Figure 1. Clock distribution (run 1).
Drawn at 3 px/um.
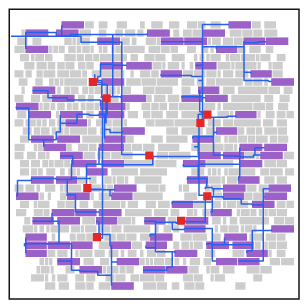
Figure 2. Where the registers sit (run 1).
Drawn at 3 px/um.
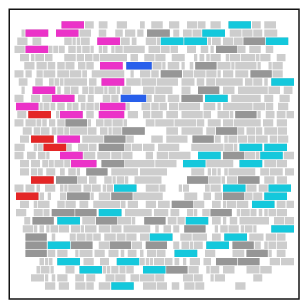
Figure 3. Nets reached from selected ports (run 1).
Drawn at 4 px/um.
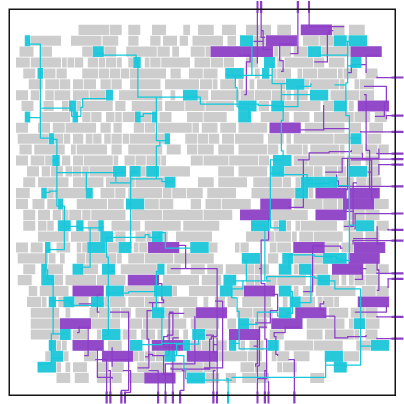
===== config.mk =====
export PLATFORM = sky130hd
export DESIGN_NAME = result_packer_flat
export DESIGN_NICKNAME = d
export VERILOG_FILES = /design/src/rtl/result_packer_if.sv /design/src/rtl/result_packer.sv /design/src/flat_wrapper.sv
export SDC_FILE = /design/constraint.sdc
export NUM_CORES = 1
export LEC_CHECK = 0
export CORE_MARGIN = 1
export CORE_UTILIZATION = 46
export CTS_BUF_LIST = sky130_fd_sc_hd__clkbuf_4
export DETAILED_ROUTE_END_ITERATION = 8
export GPL_ROUTABILITY_DRIVEN = 0
export MAX_ROUTING_LAYER = met4
export PLACE_DENSITY_LB_ADDON = 0.3
export SETUP_SLACK_MARGIN = 0.05
export SLEW_MARGIN = 20
export SYNTH_ARGS = -nofsm -noshare
export SYNTH_HDL_FRONTEND = slang
export SYNTH_SLANG_ARGS = --single-unit

===== constraint.sdc =====
create_clock -name clk -period 1.5 [get_ports clk]
set_input_delay 0.225 -clock clk [delete_from_list [all_inputs] [get_ports clk]]
set_output_delay 0.225 -clock clk [all_outputs]
set_load 0.005 [all_outputs]

===== src/rtl/result_packer_if.sv =====
// Handshake and data bundle for result_packer.
//   in_valid/in_ready + result_* : upstream result (sign, exponent, fraction MSB, low fraction, flags)
//   out_valid/out_ready + out_*  : packed IEEE-754 single word and its flags
// slave  : view used by result_packer itself
// master : view used by whatever drives and consumes the stage
interface result_packer_if;
  logic        in_valid;
  logic        in_ready;
  logic        result_sign;
  logic [7:0]  result_exponent;
  logic        result_22;
  logic [21:0] result_fraction_low;
  logic [4:0]  result_flags;
  logic        out_valid;
  logic        out_ready;
  logic [31:0] out_result;
  logic [4:0]  out_flags;

  modport slave (
    input  in_valid, result_sign, result_exponent, result_22, result_fraction_low,
           result_flags, out_ready,
    output in_ready, out_valid, out_result, out_flags
  );

  modport master (
    output in_valid, result_sign, result_exponent, result_22, result_fraction_low,
           result_flags, out_ready,
    input  in_ready, out_valid, out_result, out_flags
  );
endinterface


===== src/rtl/result_packer.sv =====
// FPU output stage: packs {sign, exponent, fraction MSB, fraction low} into an IEEE-754 single
// word and registers it behind a valid/ready handshake with a 2-entry skid buffer.
// Ports:
//   clk, reset    : clock, synchronous active-high reset
//   bus           : result_packer_if.slave (input result + handshake, output word + handshake)
//   flag_clear    : clears sticky_flags (flags of a word transferring the same cycle survive)
//   sticky_flags  : OR of out_flags over all output transfers since the last clear
//   result_count  : number of output transfers, wrapping
module result_packer #(
  parameter int unsigned COUNT_WIDTH = 16
) (
  input  logic                   clk,
  input  logic                   reset,
  result_packer_if.slave         bus,
  input  logic                   flag_clear,
  output logic [4:0]             sticky_flags,
  output logic [COUNT_WIDTH-1:0] result_count
);

  typedef enum logic [1:0] {StEmpty, StOne, StFull} state_e;

  state_e                 state_q, state_d;
  logic [31:0]            main_data_q, skid_data_q;
  logic [4:0]             main_flags_q, skid_flags_q;
  logic                   in_ready_q;
  logic [4:0]             sticky_q, sticky_d;
  logic [COUNT_WIDTH-1:0] count_q;

  logic        in_xfer, out_xfer;
  logic        load_main, load_skid, skid_to_main;
  logic [31:0] packed_word;

  assign packed_word = {bus.result_sign, bus.result_exponent, bus.result_22,
                        bus.result_fraction_low};

  assign bus.out_valid  = (state_q != StEmpty);
  assign bus.in_ready   = in_ready_q;
  assign bus.out_result = main_data_q;
  assign bus.out_flags  = main_flags_q;
  assign sticky_flags   = sticky_q;
  assign result_count   = count_q;

  assign in_xfer  = bus.in_valid && in_ready_q;
  assign out_xfer = bus.out_valid && bus.out_ready;

  always_comb begin
    state_d      = state_q;
    load_main    = 1'b0;
    load_skid    = 1'b0;
    skid_to_main = 1'b0;
    unique case (state_q)
      StEmpty: begin
        if (in_xfer) begin
          load_main = 1'b1;
          state_d   = StOne;
        end
      end
      StOne: begin
        if (in_xfer && out_xfer) begin
          load_main = 1'b1;
        end else if (in_xfer) begin
          load_skid = 1'b1;
          state_d   = StFull;
        end else if (out_xfer) begin
          state_d = StEmpty;
        end
      end
      StFull: begin
        // in_ready is low here, so no input can arrive alongside the drain.
        if (out_xfer) begin
          skid_to_main = 1'b1;
          state_d      = StOne;
        end
      end
      default: state_d = StEmpty;
    endcase
  end

  // Clear first, then OR in the transferring word so its flags survive a coincident clear.
  always_comb begin
    sticky_d = flag_clear ? 5'b0 : sticky_q;
    if (out_xfer) begin
      sticky_d = sticky_d | main_flags_q;
    end
  end

  always_ff @(posedge clk) begin
    if (reset) begin
      state_q      <= StEmpty;
      main_data_q  <= '0;
      main_flags_q <= '0;
      skid_data_q  <= '0;
      skid_flags_q <= '0;
      in_ready_q   <= 1'b1;
      sticky_q     <= '0;
      count_q      <= '0;
    end else begin
      state_q    <= state_d;
      in_ready_q <= (state_d != StFull);
      sticky_q   <= sticky_d;
      if (out_xfer) begin
        count_q <= count_q + 1'b1;
      end
      if (load_main) begin
        main_data_q  <= packed_word;
        main_flags_q <= bus.result_flags;
      end else if (skid_to_main) begin
        main_data_q  <= skid_data_q;
        main_flags_q <= skid_flags_q;
      end
      if (load_skid) begin
        skid_data_q  <= packed_word;
        skid_flags_q <= bus.result_flags;
      end
    end
  end

endmodule


===== src/flat_wrapper.sv =====
// flat-port wrapper written by rule: the top's interface ports become plain ports
module result_packer_flat 
#(
  parameter int unsigned COUNT_WIDTH = 16
)
  (clk, reset, flag_clear, sticky_flags, result_count, bus_in_valid, bus_result_sign, bus_result_exponent, bus_result_22, bus_result_fraction_low, bus_result_flags, bus_out_ready, bus_in_ready, bus_out_valid, bus_out_result, bus_out_flags);
  result_packer_if bus_i ();
  input  logic clk;
  input  logic reset;
  input  logic flag_clear;
  output logic [4:0] sticky_flags;
  output logic [COUNT_WIDTH-1:0] result_count;
  input wire logic [$bits(bus_i.in_valid)-1:0] bus_in_valid;
  input wire logic [$bits(bus_i.result_sign)-1:0] bus_result_sign;
  input wire logic [$bits(bus_i.result_exponent)-1:0] bus_result_exponent;
  input wire logic [$bits(bus_i.result_22)-1:0] bus_result_22;
  input wire logic [$bits(bus_i.result_fraction_low)-1:0] bus_result_fraction_low;
  input wire logic [$bits(bus_i.result_flags)-1:0] bus_result_flags;
  input wire logic [$bits(bus_i.out_ready)-1:0] bus_out_ready;
  output wire logic [$bits(bus_i.in_ready)-1:0] bus_in_ready;
  output wire logic [$bits(bus_i.out_valid)-1:0] bus_out_valid;
  output wire logic [$bits(bus_i.out_result)-1:0] bus_out_result;
  output wire logic [$bits(bus_i.out_flags)-1:0] bus_out_flags;
  assign bus_i.in_valid = bus_in_valid;
  assign bus_i.result_sign = bus_result_sign;
  assign bus_i.result_exponent = bus_result_exponent;
  assign bus_i.result_22 = bus_result_22;
  assign bus_i.result_fraction_low = bus_result_fraction_low;
  assign bus_i.result_flags = bus_result_flags;
  assign bus_i.out_ready = bus_out_ready;
  assign bus_in_ready = bus_i.in_ready;
  assign bus_out_valid = bus_i.out_valid;
  assign bus_out_result = bus_i.out_result;
  assign bus_out_flags = bus_i.out_flags;
  result_packer #(.COUNT_WIDTH(COUNT_WIDTH)) u_core (.clk(clk), .reset(reset), .bus(bus_i), .flag_clear(flag_clear), .sticky_flags(sticky_flags), .result_count(result_count));
endmodule

==> results.tsv, run 1 <==
metric	value	unit
synth-edff-count	0	
report.power.total	5520	uW
number_of_rows_created_at_floorplan	33	
total_negative_setup_slack	-4.43	ns
finalWorstPathRequiredPeriod	1.62	ns
layout-drive-gt1-share	46.1	%
timing.critical_path.from_type	flip-flop	
crit_required	1.84	ns
timing_hold_violations_final	0	
dp.cells	652	
timing.hold.worst.start	reset	
worst_ep_arrival_time	1.97	ns
synth_cells	451	
worst_hold_path.endpoint	u_core.state_q[0]	
finalWirelength	13600	um
cts.sink_count	98	
power_switching_share	26.0	%
post-place-ws	-0.406	ns
ios	102	
status	finished, violations left	
slew_violations	0	
maxClockFrequency	616	MHz
clockBufferDepth	2	
synth_top_cell_by_area	dfxtp_1	
die.size.x	96.1	um
initial_antenna_violation_count	0	
timing.final.ws_setup	-0.124	ns
violations_in_the_final_reports	negative setup slack	
total_overflow_reported_by_the_global_router	0	
floorplan.core_area	8380	um^2
fin_worst_skew	0.0181	ns
postPlaceCellArea	5320	um^2
final_cell_count_no_fill	721	
chip_height	96.1	um
track_usage	26.8	%
setup_viol	75	
final_antenna_net_count	0	
chip_area	9230	um^2
synth-warning-count	0	
start_to_end_type_of_the_worst_setup_path	reg -> reg	
wl_met3	655	um
yosys-top-cells-count	dfxtp_1, nand2_1, nor2_1	
pre_place_util	48.6	%
power.leakage	0.00298	uW
internal_power	4090	uW
total_switching_power	1430	uW
wl_met1	5540	um
critPathMaxFanout	9	
grt_most_used_layer	met2	
post_synth_instance_area	4070	um^2
worstReg2RegStart	u_core.state_q[0]	
grt_max_degree	37	
share_clk_of_total_power	28.3	%
max_cap_violations	0	
detailed_router_iteration_count_before_antenna_repair	4	
timing.reg2reg.setup_slack	-0.12	ns
synth_async_sr_flop_share	0	%
final.fill_count	508	
ff_type	dfxtp_1	
layout_overhead_on_the_synthesized_area	66.5	%
top_cell_area_share	48.2	%
timing.critical_path.from	u_core.state_q[0]	
final_layout_top_logic_cell	dfxtp_2	
global_route.usage.met1	30.2	%
yosys_top_cell_by_instances	dfxtp_1	
crit-reg2reg-capture	u_core.bus.out_flags[0]	
timing.reg2reg.worst_path_depth	6	
ffs_latches_synth	98	
slew_headroom	63.2	%
tightest_slew	0.552	ns
number_of_vias_after_detailed_routing	4094	
hp-class	in -> reg	
diodes_inserted	0	
rsz0062_at_grt	yes	
drt_initial_violations	166	
grt_first_pass_wirelength	18200	um
worstSetupEndpoint	u_core.bus.out_flags[0]	
power_per_cell_area	814	nW/um^2
combPwrFrac	20.3	%
port_buffers	101	
Notes on Figure 1 above:
[cells driving clock nets] red | count: 9
[flip-flops] purple | count: 98
[clock wires] blue | length: 1100 um
flops lie	spread over the die
routed clock nets	10
clk latency late pin: 0.43 ns
power dissipated in the clock network: 1560 uW

Notes on Figure 2 above:
netlist name	color	placed flops
u_core.state_q	blue	2
u_core.bus.out_result	cyan	32
u_core.sticky_flags	red	5
u_core.result_count	magenta	16
not colored	43
sequential cell area share: 30.3%
share of the core filled with cells: 80.9%
sequential cell area: 2050 um^2
sequential-cell power consumption: 2840 uW

Notes on Figure 3 above:
port	color	direction	edge	end cells	buffers	wire
reset	cyan	input	south	97	4	891 um
bus_out_result	purple	output	14 east, 14 south, 4 north	32	32	891 um

[run 1: what timing repair did]
action,4_1_cts,5_1_grt
gates cloned,6,12
setup buffers,32,5
pin swaps,21,69
gates resized,159,128
hold buffers,0,0
setup endpoints to repair,101,87
[run 1: registers in the layout (all words and copies together) (netlist names)]
| register | flops |
|---|---|
| u_core.bus.out_flags | 5 |
| u_core.state_q | 2 |
| u_core.skid_flags_q | 5 |
| u_core.sticky_flags | 5 |
| u_core.bus.in_ready | 1 |
| u_core.result_count | 16 |
| u_core.skid_data_q | 32 |
| u_core.bus.out_result | 32 |
[run 1: power groups by stage]
stage	clock network, uW	logic, uW	registers (uW)
floorplan	0	353	2870
global placement	0	766	2870
detailed placement	0	791	2880
CTS	1570	956	2810
global route	1690	1190	2850
finish	1560	1120	2840
[run 1: worst max-delay path, cell delays in order, from the launching register on]
cell	delay, ns
dfxtp_4	0.37
buf_6	0.11
nand2b_4	0.13
or2_4	0.35
clkbuf_16	0.21
mux2i_1	0.12
a211oi_1	0.23
[run 1: final cells by class]
type / count / area, um^2 / area share (%)
multi-input cells: 317 / 2400 / 35.4
well taps: 105 / 131 / 1.94
flip-flops and latches: 98 / 2050 / 30.3
clock inverters: 3 / 65.1 / 0.960
clock buffers: 12 / 90.1 / 1.33
repair buffers: 183 / 2030 / 29.9
inverters: 3 / 11.3 / 0.166
[run 1: cells by family (layout without fill, tap and decap cells)]
group / after synthesis / in the layout / share of synthesized area [%]
mux: 38 / 38 / 9.37
buf+inv: 36 / 201 / 6.02
flops: 98 / 98 / 48.2
simple gates: 172 / 172 / 19.3
compound gates: 97 / 97 / 14.9
fa+ha+maj: 1 / 1 / 0.307
xor+xnor: 9 / 9 / 1.94
Figure 4. Placed standard cells (run 1).
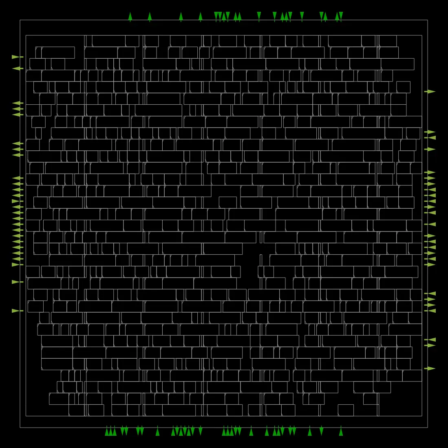

==> inputs of run 2 (changes only) <==
CORE_MARGIN = 3   (was 1)
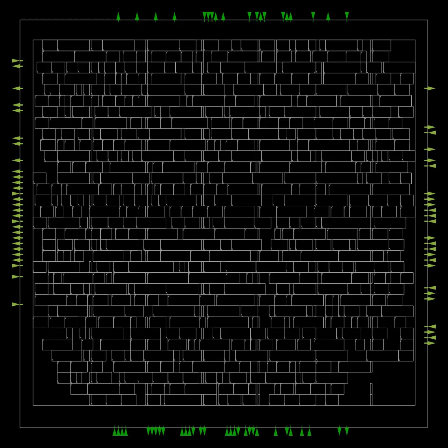
Figure 5: run 2, placed standard cells.
final standard cell count with taps included and fillers excluded: 727
total number of tap cells: 105
core box area: 8420 um^2
sequential cell count of the final layout: 98
sequential cell area share: 29.4%

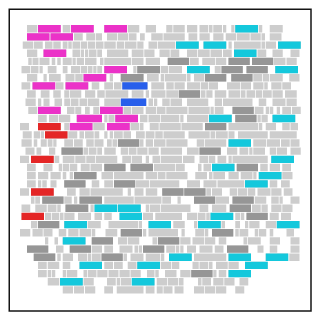
Figure 6: run 2, where the registers sit.
Drawn at 3 px/um.
netlist name	color	placed flops
u_core.bus.out_result	cyan	32
u_core.result_count	magenta	16
u_core.sticky_flags	red	5
u_core.state_q	blue	2

==> results.tsv, run 2 <==
metric	value	unit	change
chip_area	10000	um^2	+8.5%
hold_buffers	0		unchanged
start_to_end_type_of_the_worst_setup_path	reg -> reg		
maxClockFrequency	582	MHz	-5.5%
worst_ep_arrival_time	2.07	ns	+0.10 ns
synth_top_cell_by_area	dfxtp_1		
power_top_consumer	registers		
clock_net_power	1590	uW	about the same
worst_path_largest_cell_delay	0.37	ns	about the same
post_synth_instance_area	4070	um^2	unchanged
timing.final.ws_setup	-0.219	ns	-0.0954 ns
final_layout_top_logic_cell	dfxtp_2		
synth-warning-count	0		unchanged
violations_in_the_final_reports	negative setup slack		
pwr.group.sequential	2840	uW	about the same
total_negative_setup_slack	-4.03	ns	+0.399 ns
post_cts_buffers	27		-16%
synth-edff-count	0		unchanged
rsz0062_at_grt	yes		
timing.critical_path.from_type	flip-flop		
drt_initial_violations	166		unchanged
yosys_top_cell_by_instances	dfxtp_1		
number_of_vias_after_detailed_routing	4065		-0.71%
slew_headroom	69.6	%	+6.3 points
final_antenna_net_count	0		unchanged
final.fill_count	480		-5.5%
post_cts_resized	154		-3.1%
diodes_inserted	0		unchanged
share_clk_of_total_power	28.3	%	about the same
grt_max_degree	43		+16%
ffs_latches_synth	98		unchanged
status	finished, violations left		
path_cells	buf_6, nand2b_4, or2_4, buf_12, buf_16, mux2i_1, a211oi_1		
dp.cells	655		+0.46%
power.leakage	0.00309	uW	+3.5%
slowest_stage	dfxtp_4		
max_cap_violations	0		unchanged
total_overflow_reported_by_the_global_router	0		unchanged
worst_path_dominant_cell_family	simple AND/OR/NAND/NOR gates		
critPathMaxFanout	5		-4
hp-class	in -> reg		
crit_required	1.85	ns	about the same
synth_async_sr_flop_share	0	%	unchanged
report.power.total	5620	uW	+1.8%
postPlaceCellArea	5340	um^2	+0.38%
power.combinational.total	1190	uW	+6%
ios	102		unchanged
worstSkewPairLatency	0.45	ns	+0.02 ns
internal_power	4080	uW	-0.14%
tightest_slew	0.452	ns	-0.100 ns
worst_setup_path_end_kind	flip-flop		
yosys_cells	451		
combPwrFrac	21.2	%	+0.9 points
grt_first_pass_wirelength	18900	um	+3.9%
area.combinational	2460	um^2	+2.6%
port_buffers	101		unchanged
setup_viol	73		-2.7%
slew_violations	0		unchanged
share_of_the_core_filled_with_cells	82.6	%	+1.8 points
die.size.x	100	um	+4.2%
power_switching_share	27.4	%	+1.4 points
post-place-ws	-0.415	ns	-0.00871 ns
layout-drive-gt1-share	47.4	%	+1.3 points
cts.sink_count	98		unchanged
crit_buf_inv	3		+1
yosys-top-cells-count	dfxtp_1, nand2_1, nor2_1		
layout_overhead_on_the_synthesized_area	70.9	%	
detailed_router_iteration_count_before_antenna_repair	4		unchanged
clockBufferDepth	2		unchanged
ff_type	dfxtp_1		
number_of_rows_created_at_floorplan	33		unchanged
finalWirelength	14200	um	+4.5%
top_cell_area_share	48.2	%	unchanged
chip_height	100	um	+4.2%
timing_hold_violations_final	0		unchanged
track_usage	24.4	%	-2.4 points
pre_place_util	48.4	%	-0.24 points
synth_cells	451		unchanged
sequential_cell_area	2050	um^2	-0.37%
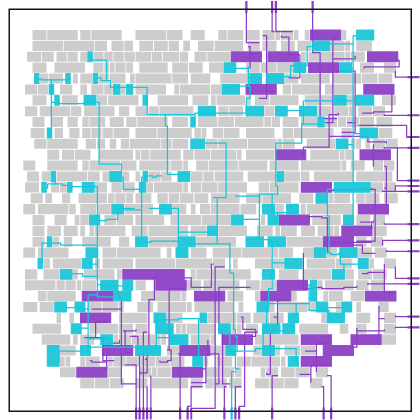
Figure 7: run 2, nets reached from selected ports.
Drawn at 4 px/um.
port	color	direction	edge	end cells	buffers	wire
bus_out_result	purple	output	14 east, 14 south, 4 north	32	32	944 um
reset	cyan	input	south	97	4	854 um

==> run 2: cell count changes in the layout (fill, tap and decap cells not counted), moves of 4 or more <==
cell,change
buf_12,+5
buf_6,+4
nor2_2,-5
buf_4,-6
a21oi_1,-5
a21oi_2,+5
nor2_1,+5
nand2_1,-4
clkbuf_16,-4
==> run 2: area by class of cell <==
| cell class | count | area share, % |
|---|---|---|
| flip-flops and latches | 98 | 29.4 |
| inverters | 3 | 0.162 |
| repair buffers | 187 | 30.8 |
| well taps | 105 | 1.89 |
| clock inverters | 7 | 1.33 |
| multi-input cells | 318 | 35.4 |
| clock buffers | 9 | 0.971 |
==> run 2: kinds of logic (layout without fill, tap and decap cells) <==
family | after synthesis | count (layout) | synth area share, %
AOI/OAI and AO/OA | 97 | 97 | 14.9
DFF | 98 | 98 | 48.2
muxes | 38 | 38 | 9.37
xor gates and xnor gates | 9 | 9 | 1.94
buffers and inverters | 36 | 206 | 6.02
adders and majority gates | 1 | 1 | 0.307
and+or+nand+nor | 172 | 173 | 19.3
==> run 2: final timing paths <==
| path | startpoint | end | slack (ns) | cells past startpoint |
|---|---|---|---|---|
| setup / recovery | u_core.state_q[0] | u_core.bus.out_result[30] | -0.22 | 7 |
| hold / removal | reset | u_core.result_count[9] | 0.21 | 2 |
| setup reg to reg | u_core.state_q[0] | u_core.bus.out_result[30] | -0.22 | 7 |
| hold reg to reg | u_core.skid_data_q[6] | u_core.skid_data_q[6] | 0.47 | 2 |
==> run 2: per-layer routing <==
| metal | routed length, um | vias up | global-route usage, % |
|---|---|---|---|
| met2 | 7430 | 142 | 40.6 |
| met1 | 5620 | 2001 | 29.9 |
| li1 | - | 1891 | - |
| met5 | 0 | - | - |
| met4 | 411 | 0 | 8.60 |
| met3 | 730 | 31 | 4.31 |
Figure 8. Cells colored by class (run 2).
Drawn at 3 px/um.
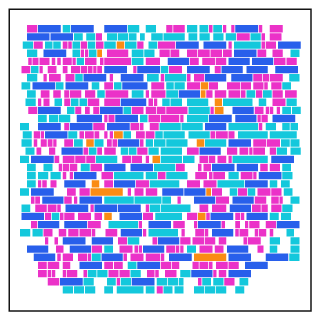

==> inputs of run 3 (changes only) <==
CORE_MARGIN = not set   (was 3)
CORE_UTILIZATION = 35   (was 46)
DONT_BUFFER_PORTS = 1   (was not set)
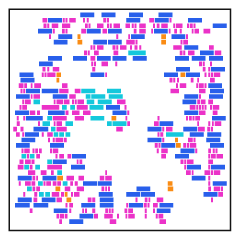
Figure 9: run 3, cells colored by class.
Drawn at 2 px/um.
class	color	cells
other buffers and delay cells	cyan	34
flops	blue	98
all other logic	magenta	320
clock drivers and dummy loads	orange	16
share of the core filled with cells: 41.0%
Final Instance Area: 4660 um^2
sequential cell area share: 42.5%
number of rows created at floorplan: 39

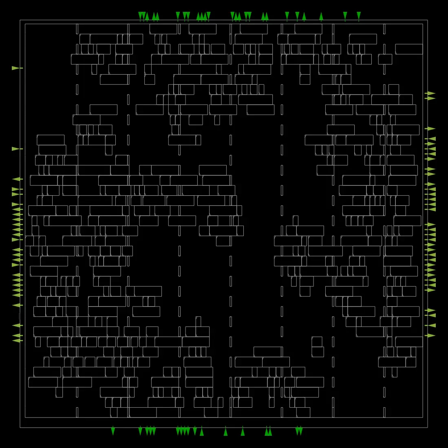
Figure 10: run 3, placed standard cells.
Filler cells: 1167
total number of tap cells: 143
core box area: 11400 um^2
final standard cell count with taps included and fillers excluded: 611

==> results.tsv, run 3 <==
metric	value	unit	change
setup_viol	0		-100%
synth-warning-count	0		unchanged
pre_place_util	35.8	%	-13 points
routed-wl-met2	4660	um	-37%
critPathMaxFanout	19		+14
violations_in_the_final_reports	negative hold slack		
port_buffers	0		-100%
layout_overhead_on_the_synthesized_area	14.4	%	
track_usage	16.8	%	-7.6 points
pwr.group.sequential	2840	uW	about the same
number_of_cts_inserted_buffers	9		
power_top_consumer	registers		
worstReg2RegStart	u_core.state_q[0]		
tightest_slew	0.353	ns	-0.0987 ns
worst_hold_path.endpoint	u_core.skid_data_q[19]		
slew_headroom	76.2	%	+6.7 points
synth_cells	451		unchanged
crit_required	1.89	ns	+0.04 ns
post_cts_buffers	3		-89%
yosys_cells	451		unchanged
initial_antenna_violation_count	0		
wl_met1	4410	um	-21%
diodes_inserted	0		unchanged
finalWirelength	10000	um	-29%
highest_metal_layer_with_signal_wires	met4		
synth_async_sr_flop_share	0	%	unchanged
worst_hold_slack	-0.210	ns	
worstSetupEndpoint	u_core.bus.out_flags[0]		
status	finished, violations left		
post_cts_resized	8		-95%
rsz0062_at_grt	yes		
start_to_end_type_of_the_worst_setup_path	reg -> reg		
layout-drive-gt1-share	19.4	%	-28 points
grt_max_degree	98		+130%
power.combinational.total	464	uW	-61%
combPwrFrac	10.2	%	-11 points
synth.area.top_cells	dfxtp_1, mux2i_1, nand2_1		
synth-edff-count	0		unchanged
detailed_router_iteration_count_before_antenna_repair	4		unchanged
total_overflow_reported_by_the_global_router	0		unchanged
ff_type	dfxtp_1		
final_layout_top_logic_cell	dfxtp_1		
cts.sink_count	98		unchanged
report.power.total	4560	uW	-19%
slew_violations	0		unchanged
clockBufferDepth	2		unchanged
post_synth_instance_area	4070	um^2	unchanged
drt_initial_violations	210		+27%
hold-path-cell-count	1		-1
power.leakage	0.00191	uW	-38%
yosys_top_cell_by_instances	dfxtp_1		
max_cap_violations	0		unchanged
top_cell_area_share	48.2	%	unchanged
chip_area	12100	um^2	+20%
ffs_latches_synth	98		unchanged
ios	102		unchanged
power_switching_share	27.7	%	+0.36 points
yosys-top-cells-count	dfxtp_1, nand2_1, nor2_1		
worst_setup_path_end_kind	flip-flop		
final_antenna_net_count	0		unchanged
timing.critical_path.from_type	flip-flop		
timing.reg2reg.worst_path_depth	5		-2
hold_buffers	1		+1
total_negative_setup_slack	0	ns	+4.03 ns
hp-class	in -> reg		
timing.critical_path.from	u_core.state_q[0]		
worst_ep_arrival_time	1.80	ns	-0.27 ns
wl_met3	814	um	+12%
tritoncts	yes		
cts_htree_levels	3		
synth_top_cell_by_area	dfxtp_1		
timing_hold_violations_final	98		+98
maxClockFrequency	709	MHz	+22%
timing.reg2reg.setup_slack	0.09	ns	+0.31 ns
postPlaceCellArea	4320	um^2	-19%
grt_first_pass_wirelength	14900	um	-21%
timing.hold.worst.start	reset		
number_of_vias_after_detailed_routing	3198		-21%
chip_height	110	um	+9.8%
internal_power	3300	uW	-19%
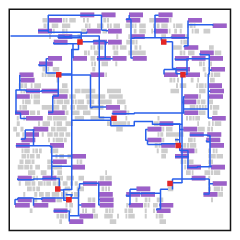
Figure 11: run 3, clock distribution.
Drawn at 2 px/um.
[clock wires] blue | length: 1250 um
[cells driving clock nets] red | count: 9
[flip-flops] purple | count: 98
routed clock nets	10
flops lie	spread over the die
worst clock skew: 0.0168 ns
power dissipated in the clock network: 1260 uW
clk latency late pin: 0.48 ns
clock group share of total power: 27.6%

run 3: cell types whose count changed in the layout (fill, tap and decap cells not counted), moves of 15 or more:
cell             delta
clkdlybuf4s50_1    -40
dfxtp_1            +54
nand2_1            +43
a21oi_1            +30
a211oi_1           +15
dfxtp_2            -54
buf_4              -19
a211oi_2           -15
nand2_4            -29
a21oi_2            -30
dlygate4sd2_1      -53
run 3: layer usage:
metal	track usage (%)	vias to the layer above
met1	19.3	1536
met2	25.9	75
met5	-	-
met4	7.71	0
li1	-	1577
met3	6.28	10
run 3: layout make-up:
type	instances	area [um^2]	share of cell area, %
Timing Repair Buffer	34	404	8.67
Multi-Input combinational cell	317	1970	42.4
Clock inverter	7	45.0	0.967
Tap cell	143	179	3.84
Clock buffer	9	67.6	1.45
Sequential cell	98	1980	42.5
Inverter	3	11.3	0.242
run 3: through the flow:
| step | cells | worst slack, ns |
|---|---|---|
| after floorplan | 451 | 0.0509 |
| after global placement | 587 | 0.0161 |
| after detailed placement | 587 | -0.0363 |
| after CTS | 607 | 0.0584 |
| after global routing | 611 | 0.00513 |
| final | 611 | 0.0902 |
run 3: kinds of logic (layout without fill, tap and decap cells):
group | count (synthesis) | in the layout | share of synthesized area (%)
fa+ha+maj | 1 | 1 | 0.307
simple gates | 172 | 172 | 19.3
buf+inv | 36 | 53 | 6.02
flops | 98 | 98 | 48.2
compound gates | 97 | 97 | 14.9
xor+xnor | 9 | 9 | 1.94
mux | 38 | 38 | 9.37
run 3: worst max-delay path, stage by stage (launching register included):
cell      delay [ns]
dfxtp_4         0.40
nand2b_4        0.14
or2_4           0.25
buf_12          0.17
mux2i_1         0.13
a211oi_1        0.23
Power figures rest on the tool's default switching activity, not on a simulated workload.
